<file path="src/rtl/int_ctrl.sv">
// int_ctrl: 8-line edge-triggered interrupt controller with a memory-mapped
// register window for a single CPU.
//
// Optional synchronizer: define INTCTRL_SYNC_EN to put each interrupt line
// through a 2-flop synchronizer before edge detection (+2 cycles latency).
//
// Parameters:
//   BASE_ADDR   word-aligned base byte address of the register window
// Ports:
//   clk         rising-edge clock
//   reset       synchronous active-high reset
//   interrupts  external interrupt lines, one request per rising edge
//   memwrite    CPU store strobe
//   dataadr     CPU byte address (read and write)
//   writedata   CPU store data
//   readdata    register read data, combinational from dataadr
//   int_req     interrupt request to the CPU (combinational from registers)
//   int_id      granted source index, lowest index wins; 0 when int_req=0
//   int_ack     one-cycle acknowledge of int_id
//
// Register map (byte offsets from BASE_ADDR):
//   0x00 PENDING[7:0] R/W1C   0x04 MASK[7:0] R/W   0x08 CTRL[0]=GIE R/W
//   0x0C ID={int_req,int_id} RO                    0x10 OVF[7:0] R/W1C
module int_ctrl #(
    parameter logic [31:0] BASE_ADDR = 32'hFFFF_FF00
) (
    input  logic        clk,
    input  logic        reset,
    input  logic [7:0]  interrupts,
    input  logic        memwrite,
    input  logic [31:0] dataadr,
    input  logic [31:0] writedata,
    output logic [31:0] readdata,
    output logic        int_req,
    output logic [2:0]  int_id,
    input  logic        int_ack
);

    localparam int unsigned NIRQ = 8;
    localparam int unsigned IDW  = 3;
    localparam int unsigned DW   = 32;

    localparam logic [31:0] OFF_PENDING = 32'h0000_0000;
    localparam logic [31:0] OFF_MASK    = 32'h0000_0004;
    localparam logic [31:0] OFF_CTRL    = 32'h0000_0008;
    localparam logic [31:0] OFF_ID      = 32'h0000_000C;
    localparam logic [31:0] OFF_OVF     = 32'h0000_0010;

    logic [NIRQ-1:0] pending_q;
    logic [NIRQ-1:0] mask_q;
    logic [NIRQ-1:0] ovf_q;
    logic            gie_q;
    logic [NIRQ-1:0] prev_q;

    logic [NIRQ-1:0] sampled;
    logic [NIRQ-1:0] edges;
    logic [NIRQ-1:0] active;
    logic [NIRQ-1:0] ack_clr;
    logic [NIRQ-1:0] w1c_clr;
    logic [NIRQ-1:0] pend_clr;
    logic [NIRQ-1:0] ovf_clr;
    logic [IDW-1:0]  id_sel;

    logic sel_pending, sel_mask, sel_ctrl, sel_id, sel_ovf;
    logic unused_wdata;

    // Only the low byte (and bit 0 for CTRL) of store data is ever used.
    assign unused_wdata = ^writedata[DW-1:NIRQ];

    // Input sampling: either the raw lines or a 2-flop synchronizer output.
`ifdef INTCTRL_SYNC_EN
    logic [NIRQ-1:0] sync1_q;
    logic [NIRQ-1:0] sync2_q;

    // Synchronizer preloads with the live line value in reset so no edge
    // is fabricated on release.
    always_ff @(posedge clk) begin
        if (reset) begin
            sync1_q <= interrupts;
            sync2_q <= interrupts;
        end else begin
            sync1_q <= interrupts;
            sync2_q <= sync1_q;
        end
    end
    assign sampled = sync2_q;
`else
    assign sampled = interrupts;
`endif

    // Previous-sample register for rising-edge detection.
    always_ff @(posedge clk) begin
        if (reset) prev_q <= interrupts;
        else       prev_q <= sampled;
    end

    assign edges = sampled & ~prev_q;

    // Address decode: full 32-bit match against the window.
    assign sel_pending = (dataadr == BASE_ADDR + OFF_PENDING);
    assign sel_mask    = (dataadr == BASE_ADDR + OFF_MASK);
    assign sel_ctrl    = (dataadr == BASE_ADDR + OFF_CTRL);
    assign sel_id      = (dataadr == BASE_ADDR + OFF_ID);
    assign sel_ovf     = (dataadr == BASE_ADDR + OFF_OVF);

    // Request and lowest-index priority select.
    assign active  = pending_q & mask_q;
    assign int_req = gie_q & (|active);

    always_comb begin
        id_sel = '0;
        for (int i = int'(NIRQ) - 1; i >= 0; i--) begin
            if (active[i]) id_sel = IDW'(i);
        end
    end

    assign int_id = int_req ? id_sel : '0;

    // Clear sources; an arriving edge overrides them below.
    assign ack_clr  = (int_req && int_ack) ? (NIRQ'(1) << int_id) : '0;
    assign w1c_clr  = (memwrite && sel_pending) ? writedata[NIRQ-1:0] : '0;
    assign pend_clr = ack_clr | w1c_clr;
    assign ovf_clr  = (memwrite && sel_ovf) ? writedata[NIRQ-1:0] : '0;

    // Register state; overflow only when the pending bit survives this cycle.
    always_ff @(posedge clk) begin
        if (reset) begin
            pending_q <= '0;
            mask_q    <= '0;
            gie_q     <= 1'b0;
            ovf_q     <= '0;
        end else begin
            pending_q <= (pending_q & ~pend_clr) | edges;
            ovf_q     <= (ovf_q & ~ovf_clr) | (edges & pending_q & ~pend_clr);
            if (memwrite && sel_mask) mask_q <= writedata[NIRQ-1:0];
            if (memwrite && sel_ctrl) gie_q  <= writedata[0];
        end
    end

    // Read mux, zero-extended; unmapped addresses read as zero.
    always_comb begin
        readdata = '0;
        if (sel_pending)   readdata = DW'(pending_q);
        else if (sel_mask) readdata = DW'(mask_q);
        else if (sel_ctrl) readdata = DW'(gie_q);
        else if (sel_id)   readdata = DW'({int_req, int_id});
        else if (sel_ovf)  readdata = DW'(ovf_q);
    end

endmodule

</file>
<file path="config.mk">
export PLATFORM = sky130hd
export DESIGN_NAME = int_ctrl
export DESIGN_NICKNAME = d
export VERILOG_FILES = /design/src/rtl/int_ctrl.sv
export SDC_FILE = /design/constraint.sdc
export NUM_CORES = 1
export LEC_CHECK = 0
export CAP_MARGIN = 20
export CORE_AREA = 2 2 73 75
export CTS_BUF_LIST = sky130_fd_sc_hd__clkbuf_4 sky130_fd_sc_hd__clkbuf_8
export CTS_CLUSTER_SIZE = 20
export DETAILED_ROUTE_END_ITERATION = 6
export DIE_AREA = 0 0 75 77
export PLACE_DENSITY = 0.85
export SLEW_MARGIN = 20
export SYNTH_ARGS = -nofsm -noshare
export SYNTH_HDL_FRONTEND = slang
export SYNTH_SLANG_ARGS = --single-unit
</file>
<file path="constraint.sdc">
create_clock -name clk -period 5.55 [get_ports clk]
set_input_delay 1.665 -clock clk [delete_from_list [all_inputs] [get_ports clk]]
set_output_delay 1.665 -clock clk [all_outputs]
set_load 0.02 [all_outputs]
</file>
==> run_1/congestion.png <==
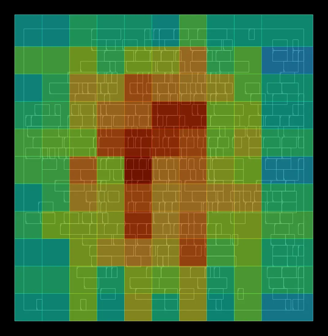
wire length per cell: 14.1 um
met2 Use GR: 33.0%
Final Util: 56.6%
grt met3 use: 5.26%

==> run_1/wires.png <==
Bar = 20 um.
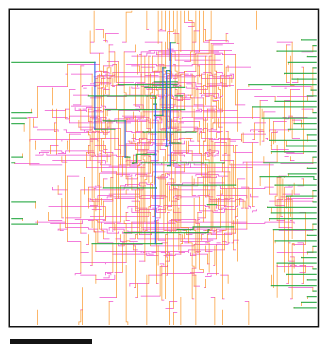
- green: metal 3 (wire length 564 um)
- magenta: metal 1 (wire length 2,210 um)
- orange: metal 2 (wire length 2,790 um)
- blue: metal 4 (wire length 119 um)
final wirelength: 5.69 mm
GR Util All Layers: 19.5%
Vias: 2,124

==> run_1/placement_by_type.png <==
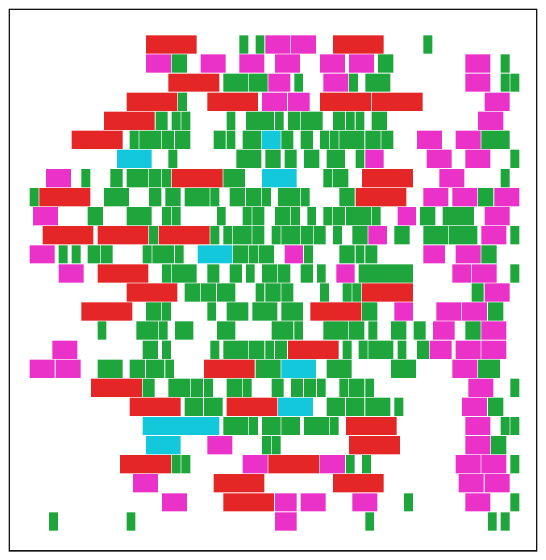
- magenta: other buffers and delay cells (cells 70; share of their area 25%)
- cyan: clock drivers and dummy loads (cells 8; share of their area 4.4%)
- red: flops (cells 33; share of their area 24%)
- green: combinational and other logic (cells 223; share of their area 47%)
final instance area: 0.00282 mm^2
sequential cell area share: 23.5%

==> run_1/metal_density.png <==
Bar = 20 um. The die is cut into 15 by 15 equal tiles; dark blue is low, red is high, scaled to the fullest tile. Values are wire area over tile area, all layers added.
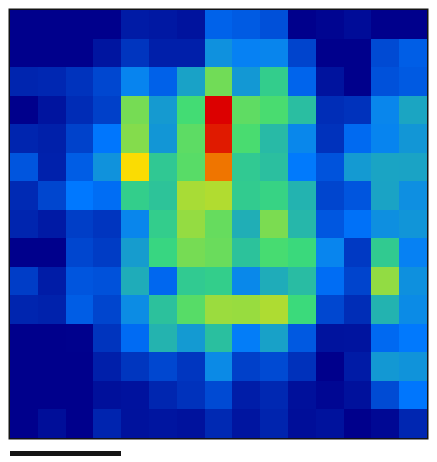
- fullest tile: 0.72
- mean over tiles: 0.17
- nearly empty tiles: 14%
- emptiest ninth of the die: lower left

==> qor.csv, run 1 <==
stage;metric;value;unit
min_path;min_from;prev_q[5];
clock_tree;clock_path_buffers;2;
timing;finalSetupTns;0;ns
timing;period_used_share;98.9;%
synth;synth-xor-area-share;0;%
synth;ys_chip_area;0.00205;mm^2
route;met3_length;564;um
synth;common_cells;dfxtp_1, nor2_1, nand2_1;
grt;grt_pass1_vias;2010;
setup_path;worst_path_dominant_cell_family;simple AND/OR/NAND/NOR gates;
floorplanning;pin_count;112;
route;vias_per_cell;5.26;
synth;synth.yosys.num_cells;263;
grt;grt_max_degree;30;
setup_path;cp_cell_sequence;clkdlybuf4s50_1 > or4_4 > nor4_2 > nand2_2 > buf_4 > a21oi_1 > clkdlybuf4s15_1;
floorplanning;dieArea;0.00578;mm^2
min_path;hold_class;flop to flop;
placed_design;portBuffers;63;
placed_design;hpwl;4.29;mm
timing;fmax;0.182;GHz
synth;synthesis.area;0.00205;mm^2
grt;gr-usage-met1;22.7;%
run;warnings;50;
placed_design;placed_area;0.00270;mm^2
synth;ys_warn_count;0;
pwr;p_leak;1.15;nW
setup_path;startpoint_type;input pin;
finish;layout.nets;409;
timing;worst_pin_slew;1.07;ns
synth;syn_inst;263;
synth;top_area_cell;dfxtp_1;
synth;async_reset_ff_share;0;%
setup_path;cp.arrival;3.83;ns
setup_path;cp_slowest_stage_delay;0.55;ns
setup_path;cp_slowest_cell;or4_4;
synth;top_cells_by_area;dfxtp_1, buf_4, mux2i_1;
synth;top_logic_kind;simple AND/OR/NAND/NOR gates;
timing;hold_viol_final;0;
timing;slew_viol_final;0;
clock_tree;clk_pin_slew;0.06;ns
grt;antenna_found_initial;0;
synth;compound_area_share;20.6;%
synth;avgSynthCellArea;7.79;um^2
synth;synthSimpleGateAreaFrac;26.4;%
clock_tree;insertion_delay;0.29;ns
setup_path;reg2reg_from;gie_q;
clock_tree;cts_tree;yes;
grt;grt-busiest-layer;met2;
synth;edf_count;0;
timing;relSlewSlack;28.6;%
route;firstDrtPassIters;4;
floorplanning;fp_util;41.2;%
route;drc;0;
clock_tree;ctsResizeCount;9;
route;drt-initial-drc-count;163;
setup_path;reg2regPathDepth;5;
route;wl_met2;2.79;mm
finish;diodes;0;
synth;ys_ff;33;
timing;skew;0.00574;ns
grt;grt-ovfl-total;0;
route;highest_layer;met4;
placed_design;place_congestion;0.937;
finish;drive_above_1_share;8.38;%
clock_tree;cts_root_buffer;clkbuf_8;
clock_tree;cts.sinks;33;
floorplanning;fp.dieW;75;um
route;wl_met1;2.21;mm
setup_path;worstSetupPathType;input pin to output pin;
route;drtAntennaViolNets;0;
synth;synth_seq_share;32.3;%
timing;period_minus_slack;5.49;ns
status;status;finished, final reports clean;
clock_tree;htree_levels;2;
synth;ff_type;dfxtp_1;
floorplanning;die_height;77;um
floorplanning;rows;26;
synth;ys_sh_adder;0;%
run 1: tightest hold or removal path: stages, from the launching register on:
cell and delay (ns):
dfxtp_1 0.30, nand2b_1 0.11, a21oi_1 0.06
run 1: flip-flops by register name, summed over array words and instances (netlist names):
name	count
mask_q	8
ovf_q	8
prev_q	8
gie_q	1
pending_q	8
run 1: worst paths after layout:
check                  to  slack, ns
max           readdata[3]       0.06
min reg2reg  pending_q[5]       0.51
min          pending_q[5]       0.51
max reg2reg  pending_q[6]       3.67
run 1: report_power, final:
part / internal [W] / switching, W / total (W)
Combinational: 0.0000498 / 0.0000492 / 0.0000990
Clock: 0.000146 / 0.0000914 / 0.000237
Sequential: 0.000249 / 0.00000942 / 0.000258
run 1: stage by stage:
step | hold WS (ns) | power (W) | instances | setup slack, ns
3_5_place_dp | 0.504 | 0.000362 | 396 | -0.228
2_1_floorplan | 0.479 | 0.000324 | 286 | 0.591
4_1_cts | 0.514 | 0.000599 | 404 | 0.0446
5_1_grt | 0.541 | 0.000623 | 404 | 0.00728
6_report | 0.512 | 0.000595 | 404 | 0.0588
3_3_place_gp | 0.496 | 0.000359 | 396 | -0.212
run 1: layout by cell type (no fill, tap or decap), drive strengths merged, types with 4 or more instances in the layout:
master	count
nand4	8
a22oi	4
buf	7
o31ai	6
nand2	25
dfxtp	33
nor3	9
o21ai	9
nor4	5
a211o	5
mux2i	14
clkdlybuf4s50	55
clkbuf	6
nor2	32
nand2b	10
a21oi	8
inv	18
dlygate4sd2	7
conb	24
a31oi	10
nand3	8
run 1: layout make-up:
class	count	area (um^2)
Timing Repair Buffer	70	674
Clock inverter	2	37.5
Inverter	18	67.6
Fill cell	470	2160
Tap cell	70	87.6
Multi-Input combinational cell	205	1210
Clock buffer	6	82.6
Sequential cell	33	661
==> run 2, diff against run 1 <==
Settings changed: CAP_MARGIN 20 to unset.
==> run_2/wires.png <==
Bar = 20 um.
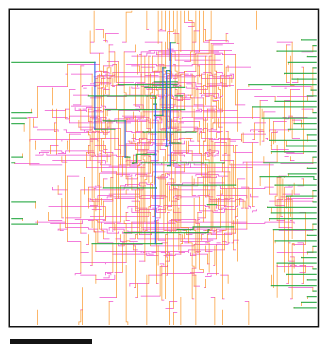
- blue: metal 4 (wire length 119 um)
- green: metal 3 (wire length 564 um)
- magenta: metal 1 (wire length 2,210 um)
- orange: metal 2 (wire length 2,790 um)

==> qor.csv, run 2 <==
stage;metric;value;unit;change
status;status;finished, final reports clean;;
pwr;totalPowerFinal;0.000595;W;unchanged
grt;grt-ovfl-total;0;;unchanged
grt;gr-usage-all-layers;19.5;%;unchanged
placed_design;place_ws;-0.228;ns;unchanged
route;vias_per_cell;5.26;;unchanged
synth;async_reset_ff_share;0;%;unchanged
floorplanning;fp_util;41.2;%;unchanged
grt;grt_max_degree;30;;unchanged
timing;hold_viol_final;0;;unchanged
clock_tree;clock_path_buffers;2;;unchanged
synth;synth-xor-area-share;0;%;unchanged
pwr;p_leak;1.15;nW;unchanged
setup_path;startpoint_type;input pin;;
floorplanning;fp.dieW;75;um;unchanged
setup_path;r2r_end;pending_q[6];;
synth;edf_count;0;;unchanged
finish;drive_above_1_share;8.38;%;unchanged
synth;top_area_cell;dfxtp_1;;
floorplanning;pin_count;112;;unchanged
floorplanning;dieArea;0.00578;mm^2;unchanged
pwr;p_seq;0.000258;W;about the same
min_path;min_from;prev_q[5];;
synth;ys_warn_count;0;;unchanged
route;drt-initial-drc-count;163;;unchanged
synth;synth.yosys.num_cells;263;;unchanged
finish;fill_cells;470;;unchanged
min_path;worstHoldEndpoint;pending_q[5];;
timing;fmax;0.182;GHz;unchanged
synth;synth_seq_share;32.3;%;unchanged
pwr;power_clock;0.000237;W;about the same
setup_path;reg2regPathDepth;5;;unchanged
timing;slew_viol_final;0;;unchanged
timing;period_used_share;98.9;%;unchanged
route;wire_per_inst;14.1;um;unchanged
clock_tree;htree_levels;2;;unchanged
setup_path;cp_slowest_stage_delay;0.55;ns;about the same
timing;skew;0.00574;ns;unchanged
timing;relSlewSlack;28.6;%;unchanged
clock_tree;cts.sinks;33;;unchanged
route;drtAntennaViolNets;0;;unchanged
clock_tree;insertion_delay;0.29;ns;about the same
synth;compound_area_share;20.6;%;unchanged
setup_path;cp_slowest_cell;or4_4;;
synth;common_cells;dfxtp_1, nor2_1, nand2_1;;
synth;synthesis.area;0.00205;mm^2;unchanged
synth;top_logic_kind;simple AND/OR/NAND/NOR gates;;
setup_path;cp_cell_sequence;clkdlybuf4s50_1 > or4_4 > nor4_2 > nand2_2 > buf_4 > a21oi_1 > clkdlybuf4s15_1;;
synth;synthSimpleGateAreaFrac;26.4;%;unchanged
setup_path;rrSetupSlack;3.67;ns;about the same
timing;worst_slack;0.0588;ns;unchanged
timing;period_minus_slack;5.49;ns;unchanged
placed_design;portBuffers;63;;unchanged
pwr;p_switching;0.000150;W;unchanged
clock_tree;cts_root_buffer;clkbuf_8;;
placed_design;place_congestion;0.937;;unchanged
timing;hold_ws;0.512;ns;unchanged
floorplanning;die_height;77;um;unchanged
synth;top_cells_by_area;dfxtp_1, buf_4, mux2i_1;;
pwr;intPower;0.000445;W;unchanged
route;firstDrtPassIters;4;;unchanged
clock_tree;clk_pin_slew;0.06;ns;about the same
pwr;pg_comb;0.0000990;W;about the same
run;warnings;50;;unchanged
pwr;pwr-share-seq;43.5;%;about the same
clock_tree;cts_tree;yes;;
timing;worst_pin_slew;1.07;ns;unchanged
synth;syn_inst;263;;unchanged
pwr;power.clock.fraction;39.9;%;about the same
synth;ys_ff;33;;unchanged
placed_design;hpwl;4.29;mm;unchanged
setup_path;reg2reg_from;gie_q;;
==> run 2: cell counts in the layout (fill, tap and decap cells not counted) <==
Identical to the previous run, type by type.
==> run 2: worst max path at each step <==
| stage | depth (start not counted) | startpoint | endpoint | slack [ns] |
|---|---|---|---|---|
| after floorplan | 4 | dataadr[0] | readdata[4] | 0.59 |
| after global placement | 7 | dataadr[0] | readdata[6] | -0.21 |
| after detailed placement | 6 | dataadr[0] | readdata[5] | -0.23 |
| after CTS | 7 | dataadr[0] | readdata[3] | 0.04 |
| after global routing | 7 | dataadr[0] | readdata[3] | 0.007 |
| final | 7 | dataadr[0] | readdata[3] | 0.06 |
==> run 2: cell type report <==
type | instances | area (um^2) | share of cell area (%)
clock buffer | 6 | 82.6 | 2.93
clock inverter | 2 | 37.5 | 1.33
inverter | 18 | 67.6 | 2.40
multi-input combinational | 205 | 1210 | 42.8
sequential | 33 | 661 | 23.5
tap | 70 | 87.6 | 3.11
timing repair buffer | 70 | 674 | 23.9
==> run 2: critical path: cells and delay by family <==
family	cells	cell delay, ns
buffers and inverters	3	0.92
AND-OR/OR-AND	1	0.19
AND/OR/NAND/NOR	3	1.05
==> run 2: routing by layer <==
layer	global-route usage [%]	share of wire, %
met1	22.7	39
met2	33.0	49
met3	5.26	9.9
met4	8.04	2.1
met5	0	0
==> run 2: timing repair <==
item | CTS | global route
endpoints found under the setup margin | 8 | 1
cloned | 0 | 0
hold buffers | 0 | 0
gates resized | 9 | 1
buffers inserted | 0 | 0
==> run 2: metrics by stage <==
step	cell area [um^2]	instances	setup TNS [ns]
detailed placement	2700	396	-1.48
floorplan	2130	286	0
global route	2820	404	0
global placement	2700	396	-1.41
CTS	2820	404	0
finish	2820	404	0
==> run_2/io_placement.png <==
Pins as bars across the die edge, other pins in grey.
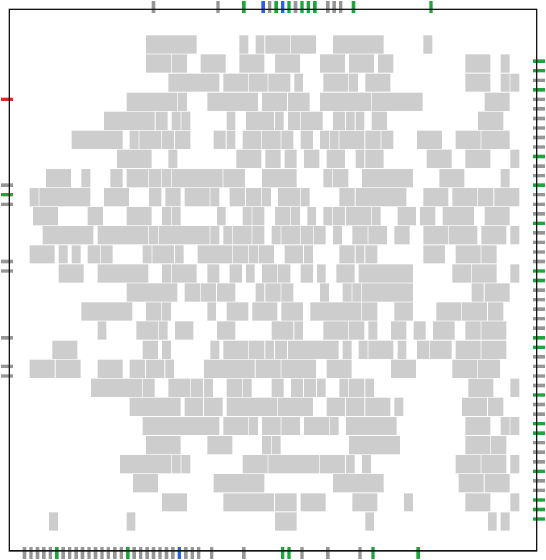

==> run 3, diff against run 2 <==
Settings changed: CORE_AREA 2 2 73 75 to 2 2 52 103, DIE_AREA 0 0 75 77 to 0 0 54 105, PLACE_DENSITY 0.85 to 0.86.
==> run_3/io_placement.png <==
Pins as bars across the die edge, other pins in grey.
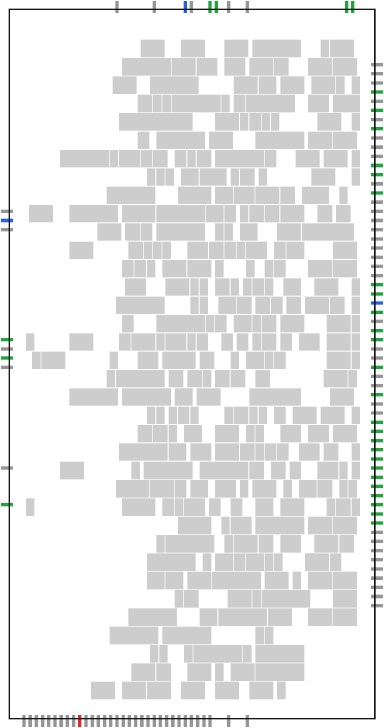
- green: readdata (pins 32; direction output; edge 25 right, 4 top, 3 left)
- blue: int_id (pins 3; direction output; edge 1 left, 1 top, 1 right)
- red: clk (pins 1; direction input; edge bottom)
DIE HEIGHT: 105 um
Port Buffers: 63
Die W: 54 um

==> qor.csv, run 3 <==
stage;metric;value;unit;change
min_path;min_from;prev_q[2];;
setup_path;startpoint_type;input pin;;
setup_path;crit_start;dataadr[0];;
synth;synth.yosys.num_cells;263;;unchanged
status;status;finished, final reports clean;;
timing;slew_viol_final;0;;unchanged
synth;synthesis.area;0.00205;mm^2;unchanged
pwr;intPower;0.000450;W;+1.2%
pwr;pwr-share-seq;43.3;%;-0.2 points
pwr;totalPowerFinal;0.000596;W;+0.23%
grt;gr-usage-all-layers;22.0;%;+2.5 points
pwr;p_leak;1.16;nW;+0.89%
setup_path;r2r_end;ovf_q[6];;
setup_path;cp_slowest_stage_delay;0.56;ns;about the same
timing;worst_pin_slew;1.04;ns;-0.0262 ns
synth;top_area_cell;dfxtp_1;;
clock_tree;hold_buffers;0;;unchanged
timing;fmax;0.187;GHz;+2.6%
floorplanning;dieArea;0.00567;mm^2;-1.8%
grt;grt-ovfl-total;0;;unchanged
setup_path;cp_cell_sequence;clkdlybuf4s50_1 > or4_4 > nor4_4 > nand2_2 > nor3_1 > dlygate4sd2_1;;
setup_path;cp_slowest_cell;or4_4;;
floorplanning;pin_count;112;;unchanged
grt;grt_max_degree;30;;unchanged
route;wire_per_inst;15.2;um;+7.9%
synth;edf_count;0;;unchanged
timing;period_minus_slack;5.35;ns;-0.140 ns
clock_tree;cts_tree;yes;;
timing;hold_viol_final;0;;unchanged
route;firstDrtPassIters;4;;unchanged
pwr;pg_comb;0.000100;W;about the same
setup_path;reg2reg_from;gie_q;;
timing;finalSetupTns;0;ns;unchanged
floorplanning;fp_util;42.1;%;+0.95 points
clock_tree;htree_levels;2;;unchanged
route;drt-initial-drc-count;60;;-63%
pwr;p_seq;0.000258;W;about the same
setup_path;rrSetupSlack;3.65;ns;-0.02 ns
synth;syn_inst;263;;unchanged
## run 3: cell counts after synthesis
No cell type changed its count.
## run 3: stage by stage
| step | cells | worst slack (ns) | area, um^2 | hold slack (ns) |
|---|---|---|---|---|
| after global routing | 389 | 0.0625 | 2790 | 0.566 |
| after detailed placement | 381 | -0.220 | 2670 | 0.520 |
| after CTS | 389 | 0.115 | 2780 | 0.534 |
| after floorplan | 286 | 0.591 | 2130 | 0.479 |
| final | 389 | 0.198 | 2790 | 0.529 |
| after global placement | 381 | -0.190 | 2670 | 0.496 |
## run 3: how the worst max path moves through the flow
stage | cells past startpoint | slack, ns | endpoint
after floorplan | 4 | 0.59 | readdata[4]
after global placement | 6 | -0.19 | readdata[3]
after detailed placement | 6 | -0.22 | readdata[5]
after CTS | 6 | 0.12 | readdata[5]
after global routing | 6 | 0.06 | readdata[5]
final | 6 | 0.20 | readdata[5]
## run 3: final cells by class
class                      instances  area (um^2)
fill                             448         2070
inverter                          18         67.6
sequential                        33          661
tap                               57         71.3
clock buffer                       7         90.1
clock inverter                     1         30.0
multi-input combinational        205         1210
timing repair buffer              68          658
## run 3: critical path: cells and delay by family
kind / cells / cell delay (ns)
buf+inv: 2 / 0.77
simple gates: 4 / 1.24
## run 3: logic make-up (layout without fill, tap and decap cells)
| family | after synthesis | after routing | synth area share [%] |
|---|---|---|---|
| mux | 15 | 15 | 7.39 |
| buf+inv | 48 | 94 | 13.2 |
| simple gates | 106 | 106 | 26.4 |
| flops | 33 | 33 | 32.3 |
| other cells | 1 | 24 | 0.183 |
| compound gates | 60 | 60 | 20.6 |
## run 3: per-layer routing
layer  up-vias  wire [um]  track usage [%]
li1       1037          -                -
met1      1019       1840             18.9
met2       129       3280             40.9
met3        25        503             2.86
met4         0        284             17.0
met5         -          0                0
No activity file was given, so power comes from the tool's default toggle rates.
